run_1/met2.png
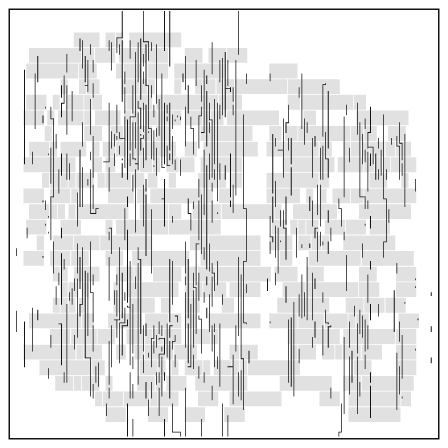
run_1/gate_families.png
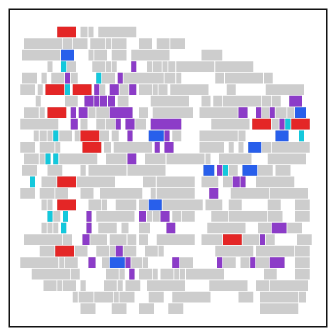
run_1/met3.png
Scale bar: 20 um.
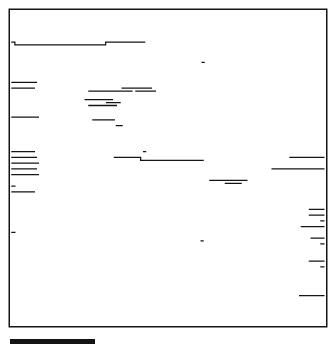
run_1/registers.png
Other sequential cells in the stronger grey, the rest of the logic in the fainter grey.
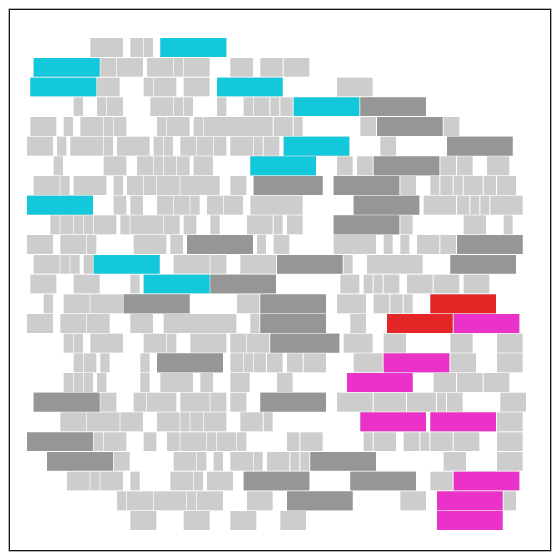
File: config.mk
export PLATFORM = sky130hd
export DESIGN_NAME = vga_sync_rx
export DESIGN_NICKNAME = d
export VERILOG_FILES = /design/src/rtl/vga_sync_rx.sv
export SDC_FILE = /design/constraint.sdc
export NUM_CORES = 1
export LEC_CHECK = 0
export CAP_MARGIN = 5
export CORE_MARGIN = 2
export CORE_UTILIZATION = 55
export CTS_CLUSTER_DIAMETER = 40
export DETAILED_ROUTE_END_ITERATION = 8
export PLACE_DENSITY = 0.8
export SYNTH_ARGS = -nofsm -noshare
export SYNTH_HDL_FRONTEND = slang
export SYNTH_SLANG_ARGS = --single-unit
File: constraint.sdc
create_clock -name dclk -period 4.9 [get_ports dclk]
set_clock_uncertainty 0.05 [all_clocks]
set_input_delay 0.735 -clock dclk [delete_from_list [all_inputs] [get_ports dclk]]
set_output_delay 0.735 -clock dclk [all_outputs]
set_load 0.02 [all_outputs]
File: src/rtl/vga_sync_rx.sv
// rtl/vga_sync_rx.sv - VGA sync receiver: recovers line/frame position from hsync/vsync, checks timing, reports lock
module vga_sync_rx #(
    parameter int HPIXELS     = 800,
    parameter int VLINES      = 521,
    parameter int HPULSE      = 96,
    parameter int VPULSE      = 2,
    parameter int HBP         = 144,
    parameter int HFP         = 784,
    parameter int VBP         = 31,
    parameter int VFP         = 511,
    parameter int LOCK_FRAMES = 2
) (
    input  logic       dclk,
    input  logic       clr,
    input  logic       hsync,
    input  logic       vsync,
    output logic [9:0] x,
    output logic [9:0] y,
    output logic       active,
    output logic       locked,
    output logic       frame_start,
    output logic [7:0] frame_count,
    output logic       err_h,
    output logic       err_v
);

    typedef enum logic [1:0] {
        SEARCH,
        TRACK,
        LOCKED
    } state_t;

    localparam logic [9:0] H_LAST   = 10'(HPIXELS - 1);
    localparam logic [9:0] HP_LAST  = 10'(HPULSE - 1);
    localparam logic [9:0] V_LAST   = 10'(VLINES - 1);
    localparam logic [9:0] VP_LAST  = 10'(VPULSE - 1);
    localparam logic [9:0] HBP_L    = 10'(HBP);
    localparam logic [9:0] HFP_L    = 10'(HFP);
    localparam logic [9:0] VBP_L    = 10'(VBP);
    localparam logic [9:0] VFP_L    = 10'(VFP);
    localparam logic [9:0] CNT_MAX  = 10'h3FF;
    localparam logic [7:0] LOCK_CNT = 8'(LOCK_FRAMES);

    state_t     state_q, state_d;
    logic       hs_q, vs_q;
    logic [9:0] hcnt_q, hcnt_d;
    logic [9:0] vcnt_q, vcnt_d;
    logic       h_seen_q, h_seen_d;
    logic       v_seen_q, v_seen_d;
    logic [7:0] good_q, good_d;
    logic       err_seen_q, err_seen_d;
    logic       err_h_q, err_h_d;
    logic       err_v_q, err_v_d;
    logic       fs_q, fs_d;
    logic [7:0] fc_q, fc_d;

    logic h_fall, h_rise, v_fall, v_rise;
    logic err_now, err_pulse;
    logic in_h, in_v;

    assign h_fall = hs_q & ~hsync;
    assign h_rise = ~hs_q & hsync;
    assign v_fall = vs_q & ~vsync;
    assign v_rise = ~vs_q & vsync;

    always_comb begin
        hcnt_d   = (hcnt_q == CNT_MAX) ? hcnt_q : hcnt_q + 10'd1;
        vcnt_d   = vcnt_q;
        h_seen_d = h_seen_q | h_fall;
        v_seen_d = v_seen_q | v_fall;
        if (h_fall) begin
            hcnt_d = '0;
            if (vcnt_q != CNT_MAX) begin
                vcnt_d = vcnt_q + 10'd1;
            end
        end
        if (v_fall) begin
            vcnt_d = '0;
        end
    end

    // Saturation is flagged on the step into 1023, so it fires once per runaway line.
    always_comb begin
        err_h_d = h_seen_q & ((h_fall & (hcnt_q != H_LAST)) |
                              (h_rise & (hcnt_q != HP_LAST)) |
                              (~h_fall & (hcnt_q == CNT_MAX - 10'd1)));
        err_v_d = v_seen_q & ((v_fall & (vcnt_q != V_LAST)) |
                              (v_rise & (vcnt_q != VP_LAST)));
    end

    assign err_now   = err_h_d | err_v_d;
    assign err_pulse = err_h_q | err_v_q;

    always_comb begin
        state_d    = state_q;
        good_d     = good_q;
        err_seen_d = v_fall ? 1'b0 : (err_seen_q | err_now);
        fs_d       = 1'b0;
        fc_d       = fc_q;
        case (state_q)
            SEARCH: begin
                if (v_fall) begin
                    state_d = TRACK;
                    good_d  = '0;
                end
            end
            TRACK: begin
                if (v_fall) begin
                    if (err_seen_q | err_now) begin
                        good_d = '0;
                    end else if (good_q + 8'd1 >= LOCK_CNT) begin
                        state_d = LOCKED;
                        good_d  = '0;
                    end else begin
                        good_d = good_q + 8'd1;
                    end
                end else if (err_now) begin
                    good_d = '0;
                end
            end
            LOCKED: begin
                // Drop on the registered pulse so locked falls the cycle after err_*.
                if (err_pulse) begin
                    state_d = TRACK;
                    good_d  = '0;
                end else if (v_fall) begin
                    fs_d = 1'b1;
                    fc_d = fc_q + 8'd1;
                end
            end
            default: begin
                state_d = SEARCH;
                good_d  = '0;
            end
        endcase
    end

    always_ff @(posedge dclk or negedge clr) begin
        if (!clr) begin
            state_q    <= SEARCH;
            hs_q       <= 1'b1;
            vs_q       <= 1'b1;
            hcnt_q     <= '0;
            vcnt_q     <= '0;
            h_seen_q   <= 1'b0;
            v_seen_q   <= 1'b0;
            good_q     <= '0;
            err_seen_q <= 1'b0;
            err_h_q    <= 1'b0;
            err_v_q    <= 1'b0;
            fs_q       <= 1'b0;
            fc_q       <= '0;
        end else begin
            state_q    <= state_d;
            hs_q       <= hsync;
            vs_q       <= vsync;
            hcnt_q     <= hcnt_d;
            vcnt_q     <= vcnt_d;
            h_seen_q   <= h_seen_d;
            v_seen_q   <= v_seen_d;
            good_q     <= good_d;
            err_seen_q <= err_seen_d;
            err_h_q    <= err_h_d;
            err_v_q    <= err_v_d;
            fs_q       <= fs_d;
            fc_q       <= fc_d;
        end
    end

    assign in_h = (hcnt_q >= HBP_L) && (hcnt_q < HFP_L);
    assign in_v = (vcnt_q >= VBP_L) && (vcnt_q < VFP_L);

    assign x           = in_h ? hcnt_q - HBP_L : '0;
    assign y           = in_v ? vcnt_q - VBP_L : '0;
    assign locked      = (state_q == LOCKED);
    assign active      = locked & in_h & in_v;
    assign frame_start = fs_q;
    assign frame_count = fc_q;
    assign err_h       = err_h_q;
    assign err_v       = err_v_q;

endmodule

==> impl_metrics.env, run 1 <==
# implementation run metrics
export IMPL_status="completed"
export IMPL_num_io_pins=37
export IMPL_die_y_um=74.55
export IMPL_hold_viol_final=0
export IMPL_wl_per_cell_um=12.76
export IMPL_cts_tree="built"
export IMPL_max_freq_ghz=0.2764
export IMPL_fp_row_count=25
export IMPL_clk_path_buf_depth=2
export IMPL_syn_num_nets=297
export IMPL_grt_pass1_wl_um=8238
export IMPL_drcViolationCount=0
export IMPL_dpl_worst_slack_ns=1.591
export IMPL_gp_congestion=0.8320
export IMPL_nets=326
export IMPL_top_area_share_pct=40.22
export IMPL_yosysMostFrequentCell="nor2_1"
export IMPL_worstPathMaxFanout=11
export IMPL_mux_share_pct=0.4113
export IMPL_die_w_um=74.55
export IMPL_io_buffers=36
export IMPL_leakage_nw=1.426
export IMPL_htree_levels=2
export IMPL_area_delta_synth_final_pct=15.45
export IMPL_numClockSinks=46
export IMPL_root_buffer="clkbuf_8"
export IMPL_syn_instance_count=281
export IMPL_finalCriticalPeriod_ns=3.618
export IMPL_holdCritPathClass="register to register"
export IMPL_reg2reg_depth=6
export IMPL_ys_types=55
export IMPL_top_area_cell="dfrtp_1"
export IMPL_fin_tns_setup_ns=0
export IMPL_grtUsageTotal_pct=19.13
export IMPL_period_used_pct=73.84
export IMPL_final_layout_size_suffix_gt1_share_pct=9.355
export IMPL_chip_area_mm2=0.005558
export IMPL_yosys_cells=281
export IMPL_top_logic_kind="simple AND/OR/NAND/NOR gates"
export IMPL_fa_ha_area_share_pct=5.484
export IMPL_edf_count=0
export IMPL_report_final_slew_viol_count=0
export IMPL_crit_required_ns=4.12
export IMPL_start_kind="register"
export IMPL_cts_hold_buffers=0
export IMPL_cts_resized=0
export IMPL_setup_viol=0
export IMPL_p_total_uw=753.3
export IMPL_maxCapViolations=0
export IMPL_whs_path_depth=1
export IMPL_arrival_ns=2.83
export IMPL_tool_warnings=33
export IMPL_rsz0062_at_grt="false"
export IMPL_postSynthSeqShare_pct=42.14
export IMPL_hpwl_um=3516
export IMPL_via_per_inst=5.363
export IMPL_final_setup_worst_slack_ns=1.282
export IMPL_synth_simple_area_share_pct=27.83
export IMPL_slew_headroom_pct=32.90
export IMPL_worstSetupPathType="register to output port"
export IMPL_coreArea_mm2=0.004755
export IMPL_diodes=0
export IMPL_ff_type="dfrtp_1"
export IMPL_dr_first_iter_drc_count=70
export IMPL_ys_flops=46
export IMPL_cts_setup_buffers=0
export IMPL_ant_nets=0
export IMPL_end_kind="output port"
export IMPL_grt_pass1_vias=1864
export IMPL_synth_area_top_cells="dfrtp_1 (40%), nor2_1 (6.2%), xnor2_1 (5.8%)"
export IMPL_tightest_slew_ns=1.007
export IMPL_yosysWarnings=0
export IMPL_common_cells="nor2_1 (45), dfrtp_1 (44), nand2_1 (22), xnor2_1 (18), inv_1 (13)"
export IMPL_overflow=0
export IMPL_synth_xor_area_share_pct=9.598
export IMPL_synth_area_mm2=0.002738
export IMPL_ys_sh_aoi_pct=9.278
export IMPL_clock_latency_ns=0.29
export IMPL_cts_made_buffers=5
export IMPL_synth_async_reset_ratio_pct=100.0
export IMPL_grt_max_degree=47
export IMPL_antenna_found_initial=0
export IMPL_avgSynthCellArea_um2=9.742
export IMPL_clkTransAtPathRegs_ns=0.08
export IMPL_p_per_area_mw_per_mm2=238.3
export IMPL_initial_utilization_pct=57.58
export IMPL_ir_worst_vdd_v=0.0001951
export IMPL_firstDrtPassIters=5
export IMPL_yosys_stat_area_mm2=0.002738
Notes on met2.png above:
wire length on this layer: 2170 um
share of all routed wire: 45%
longest straight run: 23.5 um
final wirelength: 4812 um
GR Layer Usage met2: 30.68%
vias: 2022

Notes on gate_families.png above:
| colour | family | cells | most used |
|---|---|---|---|
| cyan | inverters | 13 | inv_1 |
| blue | AND-OR and OR-AND gates | 9 | o31a_1 |
| red | adder and majority cells | 12 | ha_1 |
| purple | NAND gates | 47 | nand2_1 |
most numerous logic cell after layout: nor2_1
final non-filler cell total: 377
multi-input gate share of total cell area: 45.57%

Notes on met3.png above:
nets with wire on the layer: 33
longest straight run: 21.4 um
share of all routed wire: 4.4%
wire length on this layer: 211 um
met3 Usage GRT: 2.981%

Notes on registers.png above:
| colour | name in the netlist | flops |
|---|---|---|
| magenta | frame_count | 8 |
| cyan | hcnt_q | 10 |
| red | state_q | 2 |
fin util: 66.47%
area taken by flip-flops and latches: 0.001154 mm2
Seq group: 432 uW
sequential cell area share: 36.50%

[run 1: final cells by class]
class	instances	area, um2
inverter	13	48.80
clock buffer	5	68.82
clock inverter	2	10.01
tap	67	83.83
multi-input combinational	208	1440
fill	394	1594
sequential	46	1154
timing repair buffer	36	355.3
[run 1: worst max-delay path: stages (launching register included)]
cell and delay, ns:
dfrtp_1 0.44, inv_1 0.13, ha_1 0.17, nand2b_1 0.11, a21oi_1 0.16, o41ai_1 0.09, o22ai_1 0.72, nor3_1 0.14
clkdlybuf4s50_1 0.58
[run 1: path summary, 6_finish.rpt]
check	from	endpoint	slack (ns)
max	hcnt_q[4]$_DFFE_PN0P_	x[7]	1.28
min	frame_count[7]$_DFFE_PN0P_	frame_count[7]$_DFFE_PN0P_	0.42
max reg2reg	hs_q$_DFF_PN1_	good_q[0]$_DFFE_PN0P_	2.63
min reg2reg	frame_count[7]$_DFFE_PN0P_	frame_count[7]$_DFFE_PN0P_	0.42
max in group asynchronous	clr	vcnt_q[8]$_DFFE_PN0P_	3.62
min in group asynchronous	clr	frame_count[3]$_DFFE_PN0P_	0.55
[run 1: flip-flops by register name, summed over array words and instances, names as in the netlist]
register,count
frame_start,1
state_q,2
err_h,1
h_seen_q,1
err_seen_q,1
hs_q,1
hcnt_q,10
err_v,1
frame_count,8
vs_q,1
vcnt_q,10
good_q,8
v_seen_q,1
[run 1: power by group]
group / switching [mW] / internal, mW / leakage [nW] / total, mW
clock network: 0.122 / 0.0959 / 0.0438 / 0.218
registers: 0.0310 / 0.401 / 0.606 / 0.432
logic: 0.0606 / 0.0430 / 0.776 / 0.104
total: 0.214 / 0.540 / 1.43 / 0.753
[run 1: logic make-up after synthesis]
family / Yosys count
AOI/OAI and AO/OA: 29
xor gates and xnor gates: 30
adders and majority gates: 12
buffers and inverters: 27
DFF: 46
muxes: 1
and+or+nand+nor: 136
[run 1: cell usage in the layout (no fill, tap or decap), types with 3 or more instances in the layout]
| cell | Yosys | layout |
|---|---|---|
| clkbuf_8 | 0 | 5 |
| and4_4 | 3 | 3 |
| xor2_1 | 12 | 12 |
| nor2b_1 | 4 | 4 |
| nand2_1 | 22 | 22 |
| a21oi_1 | 6 | 6 |
| ha_1 | 12 | 12 |
| and2_1 | 7 | 7 |
| clkdlybuf4s50_1 | 0 | 35 |
| xnor2_1 | 18 | 18 |
| nor4_1 | 3 | 3 |
| a31oi_1 | 5 | 5 |
| nor2_1 | 45 | 45 |
| nand3_1 | 10 | 10 |
| nand2b_1 | 8 | 8 |
| nor3_1 | 7 | 7 |
| inv_1 | 13 | 13 |
| and3_1 | 7 | 7 |
| dfrtp_1 | 44 | 44 |
[run 1: through the flow]
step	cell area, um2	hold WS [ns]	cells
detailed placement	3082	0.4153	370
finish	3161	0.4187	377
global route	3161	0.4493	377
floorplan	2738	0.3851	281
global placement	3082	0.4048	370
CTS	3161	0.4261	377
[run 1: per-layer routing]
| metal | share of wire (%) | GRT usage, % |
|---|---|---|
| met1 | 49 | 26.19 |
| met2 | 45 | 30.68 |
| met3 | 4.4 | 2.981 |
| met4 | 1.4 | 7.341 |
| met5 | 0 | 0 |
run_1/final_congestion.png
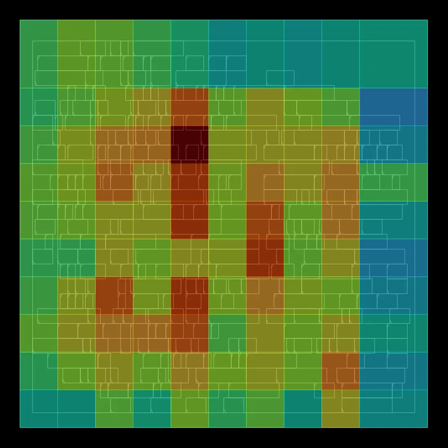

--- run 2 (diff from run 1) ---
==> constraint.sdc (replaced) <==
create_clock -name dclk -period 3.6 [get_ports dclk]
set_clock_uncertainty 0.05 [all_clocks]
set_input_delay 0.54 -clock dclk [delete_from_list [all_inputs] [get_ports dclk]]
set_output_delay 0.54 -clock dclk [all_outputs]
set_load 0.02 [all_outputs]
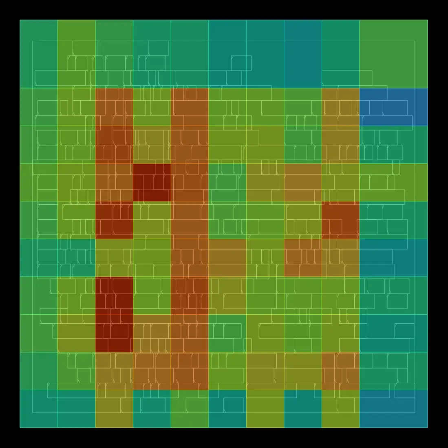
run_2/final_congestion.png
Total GRT Usage: 20.64%
Avg WL per Cell: 13.88 um
GR Layer Usage met2: 34.61%

==> impl_metrics.env, run 2 <==
# implementation run metrics
export IMPL_status="completed"
export IMPL_htree_levels=2
export IMPL_synth_async_reset_ratio_pct=100.0
export IMPL_top_area_share_pct=40.22
export IMPL_overflow=0
export IMPL_postSynthSeqShare_pct=42.14
export IMPL_hold_viol_final=0
export IMPL_vias=2080
export IMPL_syn_instance_count=281
export IMPL_slew_headroom_pct=34.15
export IMPL_dr_first_iter_drc_count=104
export IMPL_clkTransAtPathRegs_ns=0.09
export IMPL_hpwl_um=3788
export IMPL_ff_type="dfrtp_1"
export IMPL_reg_largest_list="hcnt_q x10, vcnt_q x10"
export IMPL_num_io_pins=37
export IMPL_fin_tns_setup_ns=0
export IMPL_combPwrFrac_pct=13.7
export IMPL_worstSetupPathType="register to output port"
export IMPL_clock_latency_ns=0.30
export IMPL_pwr_share_clk_pct=30.3
export IMPL_yosys_stat_area_mm2=0.002738
export IMPL_tightest_slew_ns=0.9877
export IMPL_gp_congestion=0.8103
export IMPL_fin_hold_ws_ns=0.3486
export IMPL_cts_tree="built"
export IMPL_switching_share_pct=29.47
export IMPL_wl_met1_um=2401
export IMPL_initial_utilization_pct=57.58
export IMPL_numClockSinks=46
export IMPL_final_layout_size_suffix_gt1_share_pct=10.54
export IMPL_reg2reg_slack_ns=1.58
export IMPL_wl_met2_um=2561
export IMPL_p_int_uw=742.3
export IMPL_switching_power_uw=310.2
export IMPL_die_y_um=74.55
export IMPL_holdCritPathClass="input pin to async pin"
export IMPL_ys_types=55
export IMPL_synth_area_top_cells="dfrtp_1 (40%), nor2_1 (6.2%), xnor2_1 (5.8%)"
export IMPL_drcViolationCount=0
export IMPL_fp_row_count=25
export IMPL_via_per_inst=5.474
export IMPL_arrival_ns=2.80
export IMPL_seq_power_share_pct=56.0
export IMPL_report_final_slew_viol_count=0
export IMPL_ys_flops=46
export IMPL_maxCapViolations=0
export IMPL_diodes=0
export IMPL_p_total_mw=1.053
export IMPL_crit_chain="ha_1, and4_4, and4_4, a221o_1, nor3_2, clkdlybuf4s50_1"
export IMPL_syn_num_nets=297
export IMPL_cts_resized=0
export IMPL_top_area_cell="dfrtp_1"
export IMPL_highest_layer="met4"
export IMPL_lay_top_cells="nor2_1 (45), dfrtp_1 (44), clkdlybuf4s50_1 (34), nand2_1 (22), xnor2_1 (18)"
export IMPL_crit_slowest_cell="clkdlybuf4s50_1"
export IMPL_end_kind="output port"
export IMPL_antenna_found_initial=0
export IMPL_avgSynthCellArea_um2=9.742
export IMPL_cts_setup_buffers=0
export IMPL_edf_count=0
export IMPL_worstPathMaxFanout=10
export IMPL_synth_area_mm2=0.002738
export IMPL_firstDrtPassIters=4
export IMPL_common_cells="nor2_1 (45), dfrtp_1 (44), nand2_1 (22), xnor2_1 (18), inv_1 (13)"
export IMPL_cts_hold_buffers=0
export IMPL_nets=328
export IMPL_rr_endpoint="good_q[0]$_DFFE_PN0P_"
export IMPL_cts_made_buffers=5
export IMPL_nFillCells=413
export IMPL_ir_worst_vdd_v=0.0002557
export IMPL_crit_start="vcnt_q[0]$_DFFE_PN0P_"
export IMPL_reg2reg_depth=7
export IMPL_yosysWarnings=0
export IMPL_yosys_cells=281
export IMPL_endpoint="active"
export IMPL_clk_path_buf_depth=2
export IMPL_p_per_area_mw_per_mm2=329.4
export IMPL_max_stage_delay_ns=0.62
export IMPL_crit_required_ns=3.01
export IMPL_grt_pass1_wl_um=8914
export IMPL_period_used_pct=94.12
export IMPL_ant_nets=0
export IMPL_tool_warnings=33
export IMPL_wl_met3_um=250
export IMPL_grt_max_degree=47
export IMPL_start_kind="register"
export IMPL_finalCriticalPeriod_ns=3.388
export IMPL_yosysMostFrequentCell="nor2_1"
export IMPL_critPathMostFrequentCell="and4_4"
export IMPL_area_delta_synth_final_pct=16.73
export IMPL_leakage_nw=1.456
export IMPL_max_freq_ghz=0.2951
export IMPL_setup_viol=0
export IMPL_die_w_um=74.55
export IMPL_wirelength_um=5273
export IMPL_io_buffers=36
export IMPL_grt_pass1_vias=1975
export IMPL_coreArea_mm2=0.004755
export IMPL_chip_area_mm2=0.005558
export IMPL_rsz0062_at_grt="false"
export IMPL_r2r_start="hcnt_q[4]$_DFFE_PN0P_"
export IMPL_lay_top_count="nor2_1"
export IMPL_root_buffer="clkbuf_8"
## run 2: cell counts after synthesis
Identical to the previous run, type by type.
## run 2: stage by stage
| step | setup WS (ns) | cells | utilization (%) | area, um2 |
|---|---|---|---|---|
| 6_report | 0.2118 | 380 | 67.21 | 3196 |
| 5_1_grt | 0.03472 | 380 | 67.21 | 3196 |
| 4_1_cts | 0.08657 | 380 | 67.03 | 3187 |
| 3_5_place_dp | 0.3972 | 372 | 65.13 | 3097 |
| 3_3_place_gp | 0.5426 | 372 | 65.13 | 3097 |
| 2_1_floorplan | 0.8994 | 281 | - | 2738 |
## run 2: routing by layer
layer / vias to the layer above / track usage [%]
met5: - / 0
met4: 0 / 5.357
met3: 9 / 4.065
met2: 67 / 34.61
met1: 999 / 27.54
li1: 1005 / -
## run 2: layout make-up
cell class / count / area [um2] / share of cell area (%)
multi-input combinational: 208 / 1446 / 45.26
sequential: 46 / 1154 / 36.10
timing repair buffer: 38 / 372.9 / 11.67
tap: 67 / 83.83 / 2.623
clock buffer: 5 / 68.82 / 2.153
inverter: 13 / 48.80 / 1.527
clock inverter: 3 / 21.27 / 0.6656
## run 2: worst min-delay path by stage
stage	start	end	depth (start not counted)
after floorplan	clr	err_h$_DFF_PN0_	0
after global placement	v_seen_q$_DFF_PN0_	v_seen_q$_DFF_PN0_	1
after detailed placement	v_seen_q$_DFF_PN0_	v_seen_q$_DFF_PN0_	1
after CTS	clr	frame_count[3]$_DFFE_PN0P_	1
after global routing	clr	frame_count[4]$_DFFE_PN0P_	1
final	clr	frame_count[3]$_DFFE_PN0P_	1
## run 2: worst max-delay path, delay by kind of cell (launching register included)
family / cells / cell delay [ns]
compound gates: 1 / 0.50
fa+ha+maj: 1 / 0.28
flops: 1 / 0.45
buf+inv: 1 / 0.62
simple gates: 3 / 0.66
## run 2: power groups by stage
stage	clock network, mW	registers, mW	logic (mW)
after detailed placement	0	0.598	0.144
after floorplan	0	0.590	0.0998
after global placement	0	0.596	0.140
final	0.319	0.589	0.144
after CTS	0.328	0.589	0.145
after global routing	0.353	0.595	0.164
## run 2: kinds of logic (layout without fill, tap and decap cells)
group	Yosys count	in the layout	share of synthesized area [%]
flops	46	46	42.14
compound gates	29	29	9.279
fa+ha+maj	12	12	5.484
xor+xnor	30	30	9.598
mux	1	1	0.4113
buf+inv	27	59	5.256
simple gates	136	136	27.83
run_2/registers.png
Other sequential cells in the stronger grey, the rest of the logic in the fainter grey.
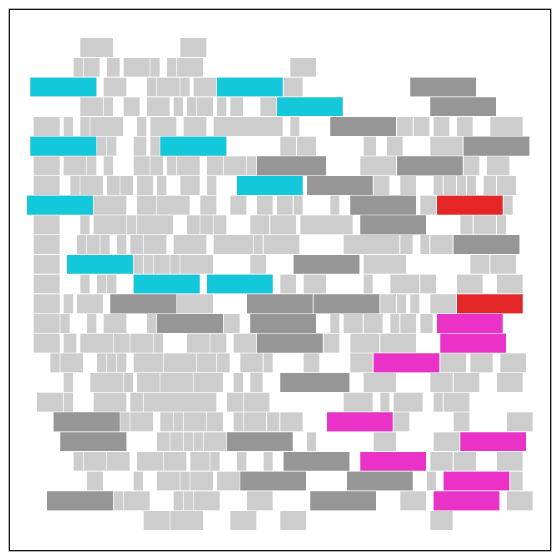

--- run 3 (diff from run 2) ---
--- a/config.mk
+++ b/config.mk
@@ -6,11 +6,13 @@
 export NUM_CORES = 1
 export LEC_CHECK = 0
 export CAP_MARGIN = 5
+export CELL_PAD_IN_SITES_DETAIL_PLACEMENT = 0
+export CELL_PAD_IN_SITES_GLOBAL_PLACEMENT = 1
 export CORE_MARGIN = 2
-export CORE_UTILIZATION = 55
+export CORE_UTILIZATION = 43
 export CTS_CLUSTER_DIAMETER = 40
 export DETAILED_ROUTE_END_ITERATION = 8
-export PLACE_DENSITY = 0.8
+export PLACE_DENSITY_LB_ADDON = 0.1
 export SYNTH_ARGS = -nofsm -noshare
 export SYNTH_HDL_FRONTEND = slang
 export SYNTH_SLANG_ARGS = --single-unit
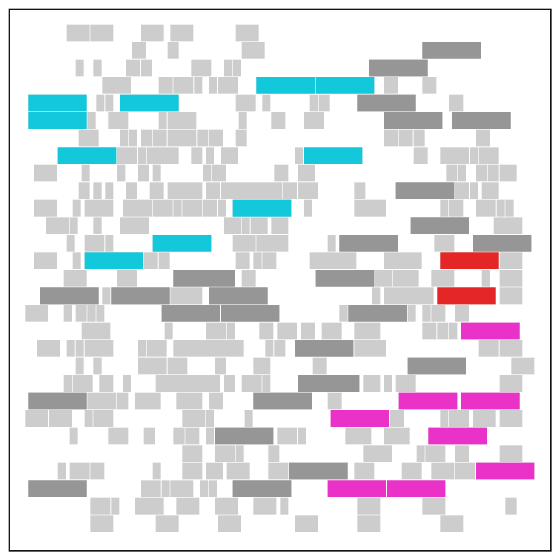
run_3/registers.png
Other sequential cells in the stronger grey, the rest of the logic in the fainter grey.
| colour | name in the netlist | flops |
|---|---|---|
| cyan | hcnt_q | 10 |
| magenta | frame_count | 8 |
| red | state_q | 2 |
not coloured: 26
Seq group: 587 uW
sequential cell area share: 35.72%
fin util: 51.74%

==> impl_metrics.env, run 3 <==
# implementation run metrics
export IMPL_status="completed"
export IMPL_ys_flops=46
export IMPL_firstDrtPassIters=4
export IMPL_gp_congestion=0.8333
export IMPL_setup_viol=0
export IMPL_initial_utilization_pct=43.87
export IMPL_lay_top_cells="nor2_1 (45), dfrtp_1 (44), clkdlybuf4s50_1 (35), nand2_1 (22), xnor2_1 (18)"
export IMPL_root_buffer="clkbuf_8"
export IMPL_period_used_pct=94.54
export IMPL_leakage_nw=1.455
export IMPL_dr_first_iter_drc_count=103
export IMPL_lay_top_count="nor2_1"
export IMPL_io_buffers=36
export IMPL_grt_pass1_wl_um=9197
export IMPL_synth_area_top_cells="dfrtp_1 (40%), nor2_1 (6.2%), xnor2_1 (5.8%)"
export IMPL_coreArea_mm2=0.006241
export IMPL_arrival_ns=2.81
export IMPL_die_w_um=83.79
export IMPL_max_freq_ghz=0.2938
export IMPL_top_area_cell="dfrtp_1"
export IMPL_crit_chain="ha_1, and4_4, and4_4, a221o_1, nor4_2, clkdlybuf4s50_1"
export IMPL_synth_async_reset_ratio_pct=100.0
export IMPL_critPathMostFrequentCell="and4_4"
export IMPL_start_kind="register"
export IMPL_crit_required_ns=3.01
export IMPL_common_cells="nor2_1 (45), dfrtp_1 (44), nand2_1 (22), xnor2_1 (18), inv_1 (13)"
export IMPL_nets=329
export IMPL_worstPathMaxFanout=10
export IMPL_vias=1995
export IMPL_drcViolationCount=0
export IMPL_yosys_stat_area_mm2=0.002738
export IMPL_clk_path_buf_depth=2
export IMPL_postSynthSeqShare_pct=42.14
export IMPL_edf_count=0
export IMPL_overflow=0
export IMPL_area_delta_synth_final_pct=17.96
export IMPL_crit_slowest_cell="clkdlybuf4s50_1"
export IMPL_num_io_pins=37
export IMPL_ir_worst_vdd_v=0.0002323
export IMPL_end_kind="output port"
export IMPL_syn_num_nets=297
export IMPL_diodes=0
export IMPL_slew_headroom_pct=31.32
export IMPL_die_y_um=83.79
export IMPL_ys_types=55
export IMPL_fin_hold_ws_ns=0.3624
export IMPL_clkTransAtPathRegs_ns=0.10
export IMPL_via_per_inst=5.102
export IMPL_cts_setup_buffers=0
export IMPL_numClockSinks=46
export IMPL_synth_area_mm2=0.002738
export IMPL_tightest_slew_ns=1.030
export IMPL_yosys_cells=281
export IMPL_chip_area_mm2=0.007021
export IMPL_final_layout_size_suffix_gt1_share_pct=10.51
export IMPL_maxCapViolations=0
export IMPL_fin_tns_setup_ns=0
export IMPL_worstSetupPathType="register to output port"
export IMPL_htree_levels=2
export IMPL_clock_latency_ns=0.30
export IMPL_ant_nets=0
export IMPL_yosysMostFrequentCell="nor2_1"
export IMPL_wl_per_cell_um=13.42
export IMPL_ff_type="dfrtp_1"
export IMPL_tool_warnings=33
export IMPL_avgSynthCellArea_um2=9.742
export IMPL_cts_made_buffers=5
export IMPL_critPathTopFamily="simple AND/OR/NAND/NOR gates"
export IMPL_hpwl_um=3754
export IMPL_report_final_slew_viol_count=0
export IMPL_path_buffers=1
export IMPL_yosysWarnings=0
==> run 3: per-layer routing <==
metal / track usage (%) / routed length (um)
met5: 0 / 0
met4: 5.132 / 68
met3: 3.165 / 167
met2: 23.71 / 2269
met1: 23.98 / 2743
==> run 3: layout make-up <==
cell class                 instances  area, um2  share of cell area (%)
multi-input combinational        208       1440                   44.60
sequential                        46       1154                   35.72
timing repair buffer              39      377.9                   11.70
tap                               77      96.34                   2.983
clock buffer                       5      68.82                   2.131
inverter                          13      48.80                   1.511
clock inverter                     3      43.79                   1.356
==> run 3: path summary, 6_finish.rpt <==
check                                           start                         end  slack (ns)  depth (start not counted)
max                             vcnt_q[0]$_DFFE_PN0P_                        y[9]        0.20                          6
min                                               clr  frame_count[5]$_DFFE_PN0P_        0.36                          1
max reg2reg                     hcnt_q[0]$_DFFE_PN0P_       good_q[0]$_DFFE_PN0P_        1.59                          8
min reg2reg                frame_count[7]$_DFFE_PN0P_  frame_count[7]$_DFFE_PN0P_        0.42                          1
max in group asynchronous                         clr       vcnt_q[4]$_DFFE_PN0P_        2.50                          1
min in group dclk          frame_count[7]$_DFFE_PN0P_  frame_count[7]$_DFFE_PN0P_        0.42                          1
==> run 3: cell families (layout without fill, tap and decap cells) <==
kind of cell	count (synthesis)	count (layout)	share of synthesized area, %
compound gates	29	29	9.279
buf+inv	27	60	5.256
fa+ha+maj	12	12	5.484
mux	1	1	0.4113
flops	46	46	42.14
xor+xnor	30	30	9.598
simple gates	136	136	27.83
==> run 3: power by group <==
group          internal (mW)  switching [mW]  leakage [nW]
logic                 0.0600          0.0821         0.790
registers              0.545          0.0419         0.606
clock network          0.208           0.184        0.0585
total                  0.814           0.308          1.45
==> run 3: worst register-to-register path, stage by stage, from the launching register on <==
cell and delay [ns]:
dfrtp_1 0.43, inv_1 0.11, ha_1 0.16, nand2_1 0.05
or4_1 0.50, o31a_2 0.15, nand3b_4 0.12, a21oi_4 0.09
a22o_1 0.24
==> run 3: through the flow <==
step                      cell area, um2  instances  utilization (%)  setup slack [ns]  power [mW]
after floorplan                     2738        281                -            0.8994      0.6902
after global placement              3117        383            49.94            0.5345      0.7426
after detailed placement            3117        383            49.94            0.4945      0.7420
after CTS                           3229        391            51.74            0.1499       1.145
after global routing                3229        391            51.74           0.06659       1.189
final                               3229        391            51.74            0.1964       1.122
Power figures rest on the tool's default switching activity, not on a simulated workload.
